### Placement by cell class, run 1

Scale: 4 px per um. Fill, decap, tap and diode cells in gray.
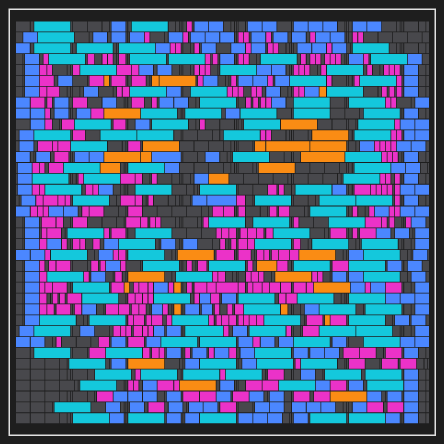
### Clock routing, run 1

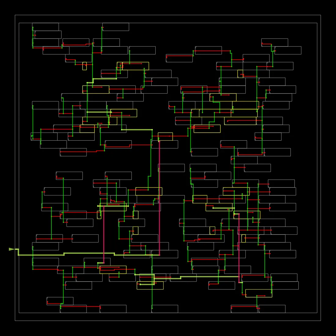
### Routed clock nets over the placement, run 1

Scale: 6 px per um.
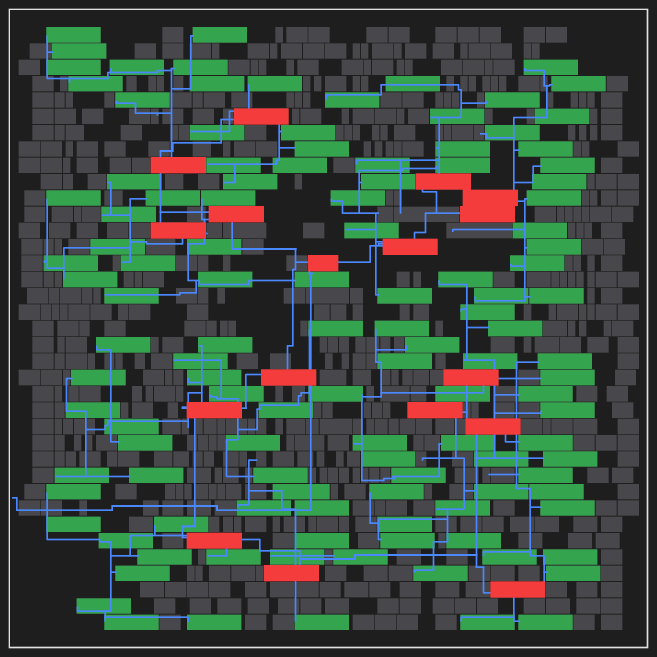
### config.mk
export PLATFORM = sky130hd
export DESIGN_NAME = lsu_bus_ctrl
export DESIGN_NICKNAME = d
export VERILOG_FILES = /design/src/rtl/lsu_bus_ctrl.sv
export SDC_FILE = /design/constraint.sdc
export NUM_CORES = 1
export LEC_CHECK = 0
export CAP_MARGIN = 20
export CORE_UTILIZATION = 46
export CTS_CLUSTER_DIAMETER = 30
export DETAILED_ROUTE_END_ITERATION = 7
export GPL_TIMING_DRIVEN = 1
export PLACE_DENSITY = 0.95
export SLEW_MARGIN = 10
export SYNTH_ARGS = -nofsm -noshare
export SYNTH_HDL_FRONTEND = slang
export SYNTH_SLANG_ARGS = --single-unit
### constraint.sdc
create_clock -name clk -period 3.5 [get_ports clk]
set_input_delay 0.7 -clock clk [delete_from_list [all_inputs] [get_ports clk]]
set_output_delay 0.7 -clock clk [all_outputs]
set_load 0.02 [all_outputs]
### src/rtl/lsu_bus_ctrl.sv
// ---------------------------------------------------------------------------
// lsu_bus_ctrl
// Load/store bus sequencer sitting directly upstream of the load-data
// formatter. It accepts one memory operation at a time, places store data
// on a big-endian 32-bit bus with byte-lane enables, runs a req/ack
// transaction bounded by a timeout, and captures the raw read word. The
// formatter performs the endian swap and the sign/zero extension.
//
// Ports
//   clk, rst_n          : clock, asynchronous active-low reset
//   op_valid/op_ready   : operation handshake from execute (ready only in IDLE)
//   op_store, op_fn3    : 1 = store; funct3 (size in [1:0], [2] = unsigned)
//   op_addr, op_wdata   : byte address, little-endian store operand
//   bus_req/bus_ack     : bus request held until ack or timeout
//   bus_we, bus_addr    : write strobe, word address (op_addr[31:2])
//   bus_be, bus_wdata   : byte enables (bit3 = byte offset 0), lane-placed data
//   bus_rdata           : big-endian read word, valid with bus_ack
//   resp_valid/ready    : result handshake to the consumer
//   resp_fault          : [0] misaligned, [1] bus timeout
//   ld_data, ld_fn3,
//   ld_addr_low         : raw word, held funct3 and address LSBs to formatter
// ---------------------------------------------------------------------------
module lsu_bus_ctrl #(
    parameter int unsigned TIMEOUT_CYCLES = 16,
    parameter int unsigned CNT_W          = 8
) (
    input  logic        clk,
    input  logic        rst_n,
    input  logic        op_valid,
    output logic        op_ready,
    input  logic        op_store,
    input  logic [2:0]  op_fn3,
    input  logic [31:0] op_addr,
    input  logic [31:0] op_wdata,
    output logic        bus_req,
    output logic        bus_we,
    output logic [29:0] bus_addr,
    output logic [3:0]  bus_be,
    output logic [31:0] bus_wdata,
    input  logic        bus_ack,
    input  logic [31:0] bus_rdata,
    output logic        resp_valid,
    input  logic        resp_ready,
    output logic [1:0]  resp_fault,
    output logic [31:0] ld_data,
    output logic [2:0]  ld_fn3,
    output logic [1:0]  ld_addr_low
);

    typedef enum logic [1:0] {
        ST_IDLE = 2'b00,
        ST_BUS  = 2'b01,
        ST_RESP = 2'b10
    } state_t;

    // Last counter value before the timeout fires; the request is therefore
    // held for exactly TIMEOUT_CYCLES cycles when no ack arrives.
    localparam logic [CNT_W-1:0] CNT_LAST = CNT_W'(TIMEOUT_CYCLES - 1);

    // Natural alignment check for the access size.
    function automatic logic is_aligned(input logic [1:0] size, input logic [1:0] a);
        logic ok;
        case (size)
            2'd0:    ok = 1'b1;
            2'd1:    ok = ~a[0];
            default: ok = (a == 2'b00);
        endcase
        return ok;
    endfunction

    // Byte-lane enables; byte offset k maps to enable bit 3-k.
    function automatic logic [3:0] lane_be(input logic [1:0] size, input logic [1:0] a);
        logic [3:0] be;
        case (size)
            2'd0:    be = 4'b1000 >> a;
            2'd1:    be = a[1] ? 4'b0011 : 4'b1100;
            default: be = 4'b1111;
        endcase
        return be;
    endfunction

    // Big-endian lane placement of the little-endian operand. Narrow data is
    // replicated across the unused lanes so the bus sees it at any offset.
    function automatic logic [31:0] lane_wdata(input logic [1:0] size, input logic [31:0] r);
        logic [31:0] wd;
        case (size)
            2'd0:    wd = {4{r[7:0]}};
            2'd1:    wd = {2{r[7:0], r[15:8]}};
            default: wd = {r[7:0], r[15:8], r[23:16], r[31:24]};
        endcase
        return wd;
    endfunction

    state_t           r_state;
    logic [CNT_W-1:0] r_cnt;
    logic             r_store;
    logic             r_op_ready;
    logic             r_bus_req;
    logic             r_bus_we;
    logic [29:0]      r_bus_addr;
    logic [3:0]       r_bus_be;
    logic [31:0]      r_bus_wdata;
    logic             r_resp_valid;
    logic [1:0]       r_resp_fault;
    logic [31:0]      r_ld_data;
    logic [2:0]       r_ld_fn3;
    logic [1:0]       r_ld_addr_low;

    logic             w_aligned;
    logic [3:0]       w_be;
    logic [31:0]      w_wdata;

    // Decode alignment and lane placement of the presented operation.
    always_comb begin
        w_aligned = is_aligned(op_fn3[1:0], op_addr[1:0]);
        w_be      = lane_be(op_fn3[1:0], op_addr[1:0]);
        if (op_store) begin
            w_wdata = lane_wdata(op_fn3[1:0], op_wdata);
        end else begin
            w_wdata = 32'h0000_0000;
        end
    end

    // Sequencer FSM with all outputs registered.
    always_ff @(posedge clk or negedge rst_n) begin
        if (!rst_n) begin
            r_state       <= ST_IDLE;
            r_cnt         <= '0;
            r_store       <= 1'b0;
            r_op_ready    <= 1'b1;
            r_bus_req     <= 1'b0;
            r_bus_we      <= 1'b0;
            r_bus_addr    <= 30'd0;
            r_bus_be      <= 4'b0000;
            r_bus_wdata   <= 32'h0000_0000;
            r_resp_valid  <= 1'b0;
            r_resp_fault  <= 2'b00;
            r_ld_data     <= 32'h0000_0000;
            r_ld_fn3      <= 3'b000;
            r_ld_addr_low <= 2'b00;
        end else begin
            case (r_state)
                ST_IDLE: begin
                    if (op_valid) begin
                        r_ld_fn3      <= op_fn3;
                        r_ld_addr_low <= op_addr[1:0];
                        r_store       <= op_store;
                        r_op_ready    <= 1'b0;
                        if (!w_aligned) begin
                            // Misaligned: report straight away, no bus cycle.
                            r_resp_fault <= 2'b01;
                            r_resp_valid <= 1'b1;
                            r_state      <= ST_RESP;
                        end else begin
                            r_bus_req   <= 1'b1;
                            r_bus_we    <= op_store;
                            r_bus_addr  <= op_addr[31:2];
                            r_bus_be    <= w_be;
                            r_bus_wdata <= w_wdata;
                            r_cnt       <= '0;
                            r_state     <= ST_BUS;
                        end
                    end
                end
                ST_BUS: begin
                    // Ack is checked first so it wins over a coincident timeout.
                    if (bus_ack) begin
                        if (!r_store) begin
                            r_ld_data <= bus_rdata;
                        end
                        r_resp_fault <= 2'b00;
                        r_resp_valid <= 1'b1;
                        r_bus_req    <= 1'b0;
                        r_state      <= ST_RESP;
                    end else if (r_cnt == CNT_LAST) begin
                        r_resp_fault <= 2'b10;
                        r_resp_valid <= 1'b1;
                        r_bus_req    <= 1'b0;
                        r_state      <= ST_RESP;
                    end else begin
                        r_cnt <= r_cnt + {{(CNT_W-1){1'b0}}, 1'b1};
                    end
                end
                ST_RESP: begin
                    if (resp_ready) begin
                        r_resp_valid <= 1'b0;
                        r_op_ready   <= 1'b1;
                        r_state      <= ST_IDLE;
                    end
                end
                default: begin
                    r_state      <= ST_IDLE;
                    r_bus_req    <= 1'b0;
                    r_resp_valid <= 1'b0;
                    r_op_ready   <= 1'b1;
                end
            endcase
        end
    end

    assign op_ready    = r_op_ready;
    assign bus_req     = r_bus_req;
    assign bus_we      = r_bus_we;
    assign bus_addr    = r_bus_addr;
    assign bus_be      = r_bus_be;
    assign bus_wdata   = r_bus_wdata;
    assign resp_valid  = r_resp_valid;
    assign resp_fault  = r_resp_fault;
    assign ld_data     = r_ld_data;
    assign ld_fn3      = r_ld_fn3;
    assign ld_addr_low = r_ld_addr_low;

endmodule

==> ci_impl_report.md, run 1 <==
## PnR job results

| Metric | Value |
|---|---|
| Outcome | `completed` |
| Remaining global-route overflow | `0` |
| Area fraction of the dominant cell type after synthesis | `59.71%` |
| Pin count of the biggest net entering global routing | `about 76` |
| Starting utilization of the core area | `47.88%` |
| Number of logged tool warnings | `26` |
| Top cell family by delay on the critical path | `buffers and inverters` |
| Summed standard-cell area reported by yosys | `4987 sq um` |
| Count of buffers from port buffering | `roughly 210` |
| Maximum buffer depth of the clock tree | `2` |
| Main flop type | `dfrtp_1` |
| Critical Path Slowest Stage Cell | `clkdlybuf4s50_1` |
| Buffer and inverter count on the worst path | `1` |
| Setup repair after global routing missed its margin | `no` |
| Post-cts hold-fix buffer tally | `0` |
| Number of global-route vias before repair | `4606` |
| Number of buffers created by CTS | `17` |
| Startpoint class of the critical path | `register` |
| Max Freq | `roughly 420 MHz` |
| # clock sinks | `120` |
| Post-synthesis instance total | `473` |
| Sequential standard cell area | `3004 sq um` |
| Horizontal extent of the die | `106.1 um` |
| Endpoints failing hold | `0` |
| Total Wirelength | `14190 um` |
| Area contributors post-synth | `dfrtp_1, nand2_1, mux2_2` |
| Highest net fanout along the worst path | `3` |
| Worst slew slack as a fraction of its limit | `33.33%` |
| Post-synthesis average cell area | `10.54 sq um` |
| Required time worst endpoint | `2800 ps` |
| Cell count listed in synth_stat.txt | `about 470` |
| Peak per-stage delay on the critical path | `640 ps` |
| RD Place Congestion | `0.7931` |
| Iteration tally of the first detailed-router pass | `5` |
| Nature of the critical path endpoint | `output port` |
| WL met1 | `approximately 5400 um` |
| Final sum of negative setup slack | `0 ps` |
| WHS | `193.8 ps` |
| First-pass GRT wire length | `roughly 23000 um` |
| Routed wire per std cell | `16.99 um` |
| Nets | `around 790` |
| Synthesized registers | `120` |
| Top Layout Cells | `clkdlybuf4s50_1, nand2_1, dfrtp_1` |
| Clock transition time at the flip-flop clock pins of the worst setup and hold paths | `60 ps` |
| Max Slew Vio Count | `0` |
| Worst-case setup slack after placement | `652.1 ps` |
| Yosys cell types | `34` |
| Post-layout min period | `2380 ps` |
| Warning count from the yosys run | `0` |
| Number of instances resized during post-cts repair | `0` |
| Total of endpoints with negative setup slack in the final report | `0` |
| Share of cells above drive strength 1 | `10.59%` |
| FILL cells | `slightly below 700` |
| Initial antenna violation count | `0` |
| Met3 WL post-DR | `approximately 960 um` |
| Synth Net Count | `579` |
| Number of setup buffers added after CTS | `0` |
| Chain of cells forming the critical path | `clkdlybuf4s50_1` |
| Worst EP arrival | `1680 ps` |
| Number of placed I/O pins | `~210` |
| Gr usage total | `a little over a quarter` |
| Fraction of the yosys area taken by sequential cells | `60.24%` |
| Top sig layer | `met4` |
| Chip area | `11260 sq um` |
| Synth async-reset ratio | `100.0%` |
| TritonCTS clock tree | `yes` |
| Area added between synthesis and finish | `56.20%` |
| Antenna-violating nets left | `0` |
| Floorplan row count | `37` |
| Post-DP HPWL | `9919 um` |
| Worst min-delay path class | `input pin to asynchronous set/reset pin` |
| Vias per cell | `5.317` |
| Pin slew with the least headroom to its limit | `996.3 ps` |
| Final worst setup slack | `1120 ps` |
| Yosys top cell by area | `dfrtp_1` |
| Clk root buf | `clkbuf_8` |
| Critical setup path kind | `register to output port` |
-- 'Placement by cell class' (at the start) --
Key: blue = other buffers and delay cells [cells 219]; cyan = flops [cells 120]; magenta = all other logic [cells 329]; orange = clock drivers and dummy loads [cells 31]
utilization after layout: 74.79%
core box area: 10420 sq um

-- 'Clock routing' (at the start) --
sequential cells: 120
clk ins delay skew pair: 510 ps

-- 'Routed clock nets over the placement' (at the start) --
Key: blue = clock wires [length 1480 um]; green = flip-flops [count 120]; red = cells driving clock nets [count 17]
There are 18 routed clock nets.
fraction of power consumed by the clock network: 23.2%
setup clock skew after layout: 15.22 ps
Clock Power: 1.63 mW

run 1: logic make-up (layout without fill, tap and decap cells):
kind of cell               Yosys count  after routing  synth area share, %
and+or+nand+nor                    197            197                16.18
DFF                                120            120                60.24
AOI/OAI and AO/OA                   69             69                8.229
muxes                               56             56                12.04
buffers and inverters               29            255                2.885
adders and majority gates            1              1               0.2508
xor gates and xnor gates             1              1               0.1756
run 1: synth_stat cells (all sizes together), types with 3 or more instances:
cell type / count
nand2: 154
dfrtp: 119
o21ai: 36
mux2: 32
mux2i: 24
a21oi: 15
buf: 15
nor2: 15
clkbuf: 9
nand3: 9
a22o: 8
inv: 5
o211ai: 4
nand2b: 3
or3: 3
or4: 3
run 1: where the power goes:
part | leakage (nW) | internal, mW | switching (mW)
Sequential | 1.50 | 2.01 | 0.378
Clock | 0.270 | 1.04 | 0.587
Combinational | 1.75 | 1.47 | 1.53
run 1: sequential cells by signal (all words and copies together), names as in the netlist, 2 cells and up:
signal	count
ld_data	32
ld_fn3	3
ld_addr_low	2
bus_wdata	32
r_cnt	8
r_state	2
bus_addr	30
bus_be	4
resp_fault	2
run 1: per-layer routing:
layer | GRT usage (%) | vias to the layer above
met5 | 0 | -
met1 | 29.44 | 2186
met3 | 6.744 | 21
li1 | - | 2020
met4 | 9.623 | 0
met2 | 47.40 | 213
run 1: final timing paths:
check	startpoint	to	slack, ps	cells past startpoint
setup / recovery	op_ready	op_ready	1120	1
setup reg to reg	r_cnt[0]	r_cnt[7]	1260	6
hold reg to reg	bus_wdata[0]	bus_wdata[0]	480	2
hold / removal	rst_n	bus_addr[13]	190	1
min in group clk	bus_wdata[0]	bus_wdata[0]	480	2
max in group asynchronous	rst_n	op_ready	2500	2
run 1: layout make-up:
cell class | count | share of cell area (%)
clock buffer | 22 | 5.814
clock inverter | 9 | 1.285
inverter | 5 | 0.2409
multi-input combinational | 324 | 23.67
sequential | 120 | 38.56
tap | 136 | 2.184
timing repair buffer | 219 | 28.24
run 1: worst reg2reg max path, delay by kind of cell (launching register included):
kind,cells,cell delay [ps]
flip-flops,1,420
adder cells (fa/ha/maj),1,250
AND/OR/NAND/NOR,3,950
AND-OR/OR-AND,2,520
run 1: stage by stage:
stage                     std cells  power (mW)  cell area, sq um  util, %
after floorplan                 473       3.775              4987        -
after global placement          804       5.262              7237    69.48
after detailed placement        804       5.391              7237    69.48
after CTS                       835       7.060              7790    74.79
after global routing            835       7.348              7790    74.79
final                           835       7.014              7790    74.79
### I/O pins on the die edge, run 1

Scale: 2 px per um. Pins as bars across the die edge, other pins in gray.
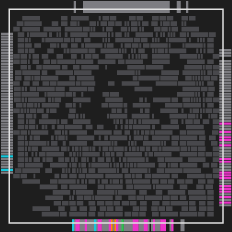

==> run 1 -> run 2 <==
--- a/config.mk
+++ b/config.mk
@@ -6,11 +6,11 @@
 export NUM_CORES = 1
 export LEC_CHECK = 0
 export CAP_MARGIN = 20
-export CORE_UTILIZATION = 46
+export CORE_UTILIZATION = 42
 export CTS_CLUSTER_DIAMETER = 30
 export DETAILED_ROUTE_END_ITERATION = 7
 export GPL_TIMING_DRIVEN = 1
-export PLACE_DENSITY = 0.95
+export PLACE_DENSITY = 0.91
 export SLEW_MARGIN = 10
 export SYNTH_ARGS = -nofsm -noshare
 export SYNTH_HDL_FRONTEND = slang
==> constraint.sdc (replaced) <==
create_clock -name clk -period 2.2 [get_ports clk]
set_input_delay 0.44 -clock clk [delete_from_list [all_inputs] [get_ports clk]]
set_output_delay 0.44 -clock clk [all_outputs]
set_load 0.02 [all_outputs]
### I/O pins on the die edge, run 2

Scale: 2 px per um. Pins as bars across the die edge, other pins in gray.
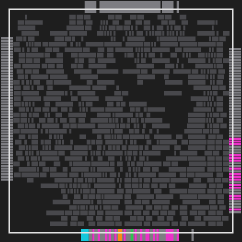
Key: orange = `ld_addr_low` [pins 2, direction output, edge south]; cyan = `bus_be` [pins 4, direction output, edge south]; magenta = `ld_data` [pins 32, direction output, edge 17 south, 15 east]; green = `op_valid` [pins 1, direction input, edge south]
All pins by edge: 61 east, 54 south, 53 west, 46 north.

==> run 2 against run 1 <==
  * The run now ends with DRC left
  * Final cell count grew 2.5%
  * First-iteration DRC count decreased by 29%
  * Clock skew is 6.3 ps lower
  * Cell area up 3.0%
  * Non-clock buffer count increased by 13
  * Sequential share of layout area is 1.1 points lower
  * Global-route usage fell by 3.1 points
  * Total power rose by 64%
  * Clock-buffer cell count fell by 1
  * Via count decreased by 2.8%
  * Sequential cell count unchanged
  * Largest power group unchanged
==> ci_impl_report.md, run 2 <==
## PnR job results

| Metric | Value |
|---|---|
| Post-cts hold-fix buffer tally | `0` |
| TritonCTS clock tree | `yes` |
| Worst min-delay path class | `input pin to asynchronous set/reset pin` |
| Buffer and inverter count on the worst path | `1` |
| Warning count from the yosys run | `0` |
| Failing checks | `DRC` |
| Highest net fanout along the worst path | `3` |
| Outcome | `finished with violations` |
| Top Layout Cells | `clkdlybuf4s50_1, nand2_1, dfrtp_1` |
| Total power | `11.53 mW` |
| Post-layout min period | `~2000 ps` |
| Floorplan row count | `39` |
| Setup clock skew after layout | `8.974 ps` |
| Remaining global-route overflow | `0` |
| Total placed instance area | `7381 sq um` |
| Area contributors post-synth | `dfrtp_1, nand2_1, mux2_2` |
| Number of setup buffers added after CTS | `0` |
| Final worst setup slack | `between 200 and 250 ps` |
| Startpoint of the worst-slack reg-to-reg timing path | `r_cnt[0]` |
| Worst slew slack as a fraction of its limit | `29.64%` |
| Post-synthesis instance total | `473` |
| Max Slew Vio Count | `0` |
| Dominant cell by count in the synthesized netlist | `nand2_1` |
| Vias per cell | `5.041` |
| Top cells by count, synth | `nand2_1, dfrtp_1, o21ai_0` |
| Startpoint class of the critical path | `register` |
| Maximum buffer depth of the clock tree | `2` |
| FILL cells | `867` |
| Post-detailed-route DRC marker count | `31` |
| Synthesized registers | `120` |
| Number of global-route vias before repair | `between 4000 and 5000` |
| Nets | `approximately 810` |
| Number of logged tool warnings | `26` |
| Peak per-stage delay on the critical path | `620 ps` |
| Final Cell Area | `8021 sq um` |
| Summed standard-cell area reported by yosys | `4987 sq um` |
| Number of instances resized during post-cts repair | `0` |
| Chain of cells forming the critical path | `clkdlybuf4s50_1` |
| Pin count of the biggest net entering global routing | `48` |
| Max Freq | `~500 MHz` |
| Count of buffers from port buffering | `around 210` |
| Yosys top cell by area | `dfrtp_1` |
| Main flop type | `dfrtp_1` |
| Iteration tally of the first detailed-router pass | `7` |
| Critical setup path kind | `register to output port` |
| First-pass GRT wire length | `22270 um` |
| Initial antenna violation count | `0` |
| Total Wirelength | `between 10000 and 15000 um` |
| Antenna-violating nets left | `0` |
| Synth async-reset ratio | `100.0%` |
| Horizontal extent of the die | `111.0 um` |
### M2 wires, run 2

Scale: 3 px per um.
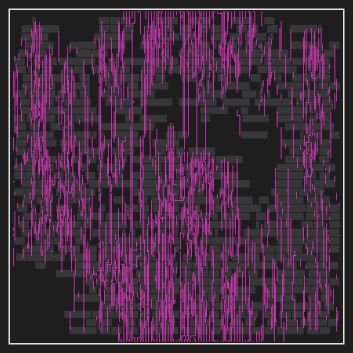
The layer holds 52% of the routed length. The longest straight run is 46.1 um. 698 nets have wire on it. The layer carries 7020 um of wire. The wires run mostly vertical.

-- run 2: cell count changes in the layout (fill, tap and decap cells not counted) --
| cell | delta |
|---|---|
| buf_4 | +10 |
| buf_12 | +3 |
| clkinv_2 | -3 |
| bufinv_16 | +2 |
| clkbuf_1 | -2 |
| clkinv_4 | +2 |
| clkbuf_16 | +1 |
| clkinvlp_4 | +1 |
-- run 2: logic make-up after synthesis --
kind of cell             share of synthesized area [%]
XOR/XNOR                                        0.1756
adder cells (fa/ha/maj)                         0.2508
multiplexers                                     12.04
flip-flops                                       60.24
AND/OR/NAND/NOR                                  16.18
buffers and inverters                            2.885
AND-OR/OR-AND                                    8.229
-- run 2: layer usage --
layer / track usage [%] / share of wire (%) / up-vias
li1: - / - / 2043
met3: 7.272 / 7.9 / 21
met2: 40.71 / 52 / 181
met4: 8.767 / 1.7 / 0
met5: 0 / 0 / -
met1: 25.85 / 39 / 2070
-- run 2: cell type report --
type	count	area, sq um	area share (%)
sequential	120	3004	37.45
tap	143	178.9	2.231
clock buffer	21	470.5	5.865
inverter	5	18.77	0.2340
multi-input combinational	324	1844	22.99
timing repair buffer	232	2335	29.11
clock inverter	11	170.2	2.121
-- run 2: final timing paths --
check                                to  slack (ps)  cells past startpoint
setup reg to reg               r_cnt[3]         210                      7
hold reg to reg            bus_addr[15]         470                      2
max in group asynchronous      op_ready        1540                      2
min in group clk           bus_addr[15]         470                      2
hold / removal             bus_addr[23]          20                      1
setup / recovery               op_ready         210                      1
-- run 2: stage by stage --
stage / TNS [ps] / cells
6_report: 0 / 856
3_3_place_gp: 0 / 824
3_5_place_dp: -194.4 / 824
2_1_floorplan: 0 / 473
5_1_grt: 0 / 856
4_1_cts: 0 / 856
-- run 2: power breakdown --
part / switching [mW] / leakage [nW] / internal [mW] / total [mW]
sequential: 0.571 / 1.50 / 3.19 / 3.76
combinational: 2.43 / 1.82 / 2.40 / 4.83
clock: 0.949 / 0.305 / 1.98 / 2.93
total: 3.95 / 3.63 / 7.57 / 11.5
-- run 2: worst reg2reg max path, delay by kind of cell (launching register included) --
kind | cells | cell delay, ps
AND/OR/NAND/NOR | 3 | 680
adder cells (fa/ha/maj) | 1 | 250
buffers and inverters | 1 | 220
flip-flops | 1 | 420
AND-OR/OR-AND | 2 | 350
### Routed clock nets over the placement, run 2

Scale: 4 px per um.
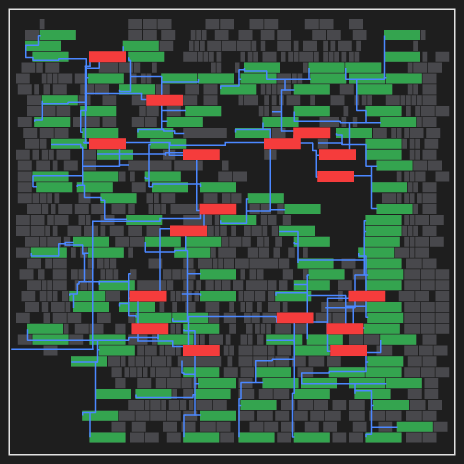

==> run 2 -> run 3 <==
--- a/config.mk
+++ b/config.mk
@@ -10,7 +10,8 @@
 export CTS_CLUSTER_DIAMETER = 30
 export DETAILED_ROUTE_END_ITERATION = 7
 export GPL_TIMING_DRIVEN = 1
-export PLACE_DENSITY = 0.91
+export PLACE_DENSITY = 0.92
+export SKIP_CTS_REPAIR_TIMING = 1
 export SLEW_MARGIN = 10
 export SYNTH_ARGS = -nofsm -noshare
 export SYNTH_HDL_FRONTEND = slang
### Routed clock nets over the placement, run 3

Scale: 4 px per um.
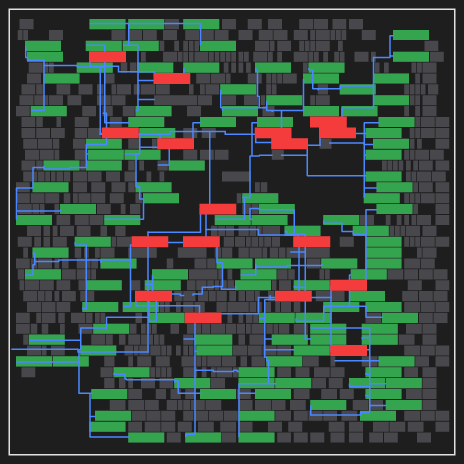
Key: red = cells driving clock nets [count 17]; blue = clock wires [length 1490 um]; green = flip-flops [count 120]
Position of the flops: spread over the die. There are 18 routed clock nets.
setup clock skew after layout: 5.250 ps
Clock Power: 2.68 mW
clk ins delay skew pair: 400 ps
fraction of power consumed by the clock network: 23.7%

### M2 wires, run 3

Scale: 3 px per um.
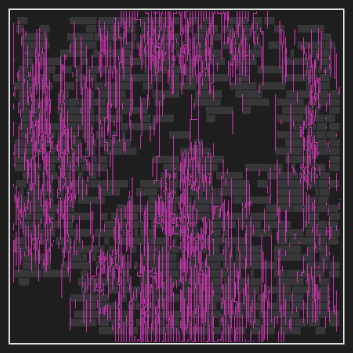
693 nets have wire on it. The layer holds 51% of the routed length.

==> run 3 against run 2 <==
  * The flow finishes with violations (DRC, hold timing)
  * Non-clock buffer count did not move
  * Critical endpoint unchanged
  * Largest cell class unchanged
  * Largest power group unchanged
  * Setup slack got worse by 22 ps
  * Utilization fell by 0.53 points
==> ci_impl_report.md, run 3 <==
## PnR job results

| Metric | Value |
|---|---|
| Area fraction of the dominant cell type after synthesis | `59.71%` |
| Combinational gate area | `1844 sq um` |
| Non-filler cells in the finished layout | `856` |
| Sum of met2 wire segment lengths after detailed routing | `7042 um` |
| Final worst setup slack | `184.8 ps` |
| Buffer and inverter count on the worst path | `1` |
| Setup repair after global routing missed its margin | `no` |
| Number of buffers created by CTS | `17` |
| Final Cell Area | `approximately 8000 sq um` |
| Maximum buffer depth of the clock tree | `2` |
| Worst EP arrival | `1580 ps` |
| Share of cells above drive strength 1 | `between 10% and 20%` |
| Worst-case setup slack after placement | `-10.88 ps` |
| Worst slew slack as a fraction of its limit | `66.13%` |
| WL met1 | `5364 um` |
| Synthesized registers | `120` |
| Pin count of the biggest net entering global routing | `49` |
| Top cells by count, synth | `nand2_1, dfrtp_1, o21ai_0` |
| FILL cells | `838` |
| Yosys top cell by area | `dfrtp_1` |
| Nature of the critical path endpoint | `output port` |
| Initial antenna violation count | `0` |
| Cell count listed in synth_stat.txt | `473` |
| Endpoints failing hold | `12` |
| Antenna-violating nets left | `0` |
| Warning count from the yosys run | `0` |
| Gr usage total | `23.21%` |
| Main flop type | `dfrtp_1` |
| Utilization after layout | `69.12%` |
| Top cell family by delay on the critical path | `buffers and inverters` |
| Outcome | `finished with violations` |
| Post-DP HPWL | `10070 um` |
| Startpoint class of the critical path | `register` |
| Number of placed I/O pins | `214` |
| Post-layout min period | `2015 ps` |
| Failing checks | `DRC, hold timing` |
| First-pass GRT wire length | `22450 um` |
| Total power | `11.28 mW` |
| Area contributors post-synth | `dfrtp_1, nand2_1, mux2_2` |
| Routed wire per std cell | `roughly 16 um` |
| Starting utilization of the core area | `43.31%` |
| WHS | `-5.016 ps` |
| Sequential standard cell area | `~3000 sq um` |
| Count of buffers from port buffering | `213` |
| Total Wirelength | `13710 um` |
| Summed standard-cell area reported by yosys | `4987 sq um` |
| Remaining global-route overflow | `0` |
| Area added between synthesis and finish | `59.61%` |
| Post-synthesis average cell area | `10.54 sq um` |
| Fraction of the yosys area taken by sequential cells | `60.24%` |
| Post-detailed-route DRC marker count | `30` |
| Dominant cell by count in the synthesized netlist | `nand2_1` |
| # clock sinks | `120` |
| Nets | `806` |
| Met3 WL post-DR | `1114 um` |
| Number of cells after detailed placement | `824` |
| Required time worst endpoint | `1760 ps` |
| Number of global-route vias before repair | `4486` |
| Pin slew with the least headroom to its limit | `503.4 ps` |
-- run 3: cell counts after synthesis --
No cell type changed its count.
-- run 3: per-layer routing --
metal	global-route usage, %	up-vias
met2	39.92	208
met1	27.15	2084
li1	-	2052
met3	7.764	18
met5	0	-
met4	7.854	0
-- run 3: final cells by class --
class	count	area share, %
Multi-Input combinational cell	324	23.17
Tap cell	143	2.248
Clock buffer	18	5.391
Timing Repair Buffer	232	29.33
Sequential cell	120	37.74
Inverter	5	0.2358
Clock inverter	14	1.886
-- run 3: power breakdown --
part	total, mW	switching (mW)	internal, mW
clock	2.68	1.01	1.67
sequential	3.78	0.588	3.19
combinational	4.83	2.44	2.39
-- run 3: final timing paths --
path / slack, ps / endpoint / startpoint / depth (start not counted)
setup / recovery: 180 / op_ready / op_ready / 1
hold / removal: -5 / bus_addr[16] / rst_n / 1
setup reg to reg: 190 / r_cnt[6] / r_cnt[0] / 7
hold reg to reg: 480 / bus_addr[28] / bus_addr[28] / 2
max in group asynchronous: 1540 / op_ready / rst_n / 2
min in group clk: 480 / bus_addr[28] / bus_addr[28] / 2
-- run 3: cells by family (layout without fill, tap and decap cells) --
logic type	after synthesis	after routing	synth area share, %
simple gates	197	197	16.18
compound gates	69	69	8.229
mux	56	56	12.04
buf+inv	29	269	2.885
fa+ha+maj	1	1	0.2508
flops	120	120	60.24
xor+xnor	1	1	0.1756
Power and IR drop assume default switching activity.
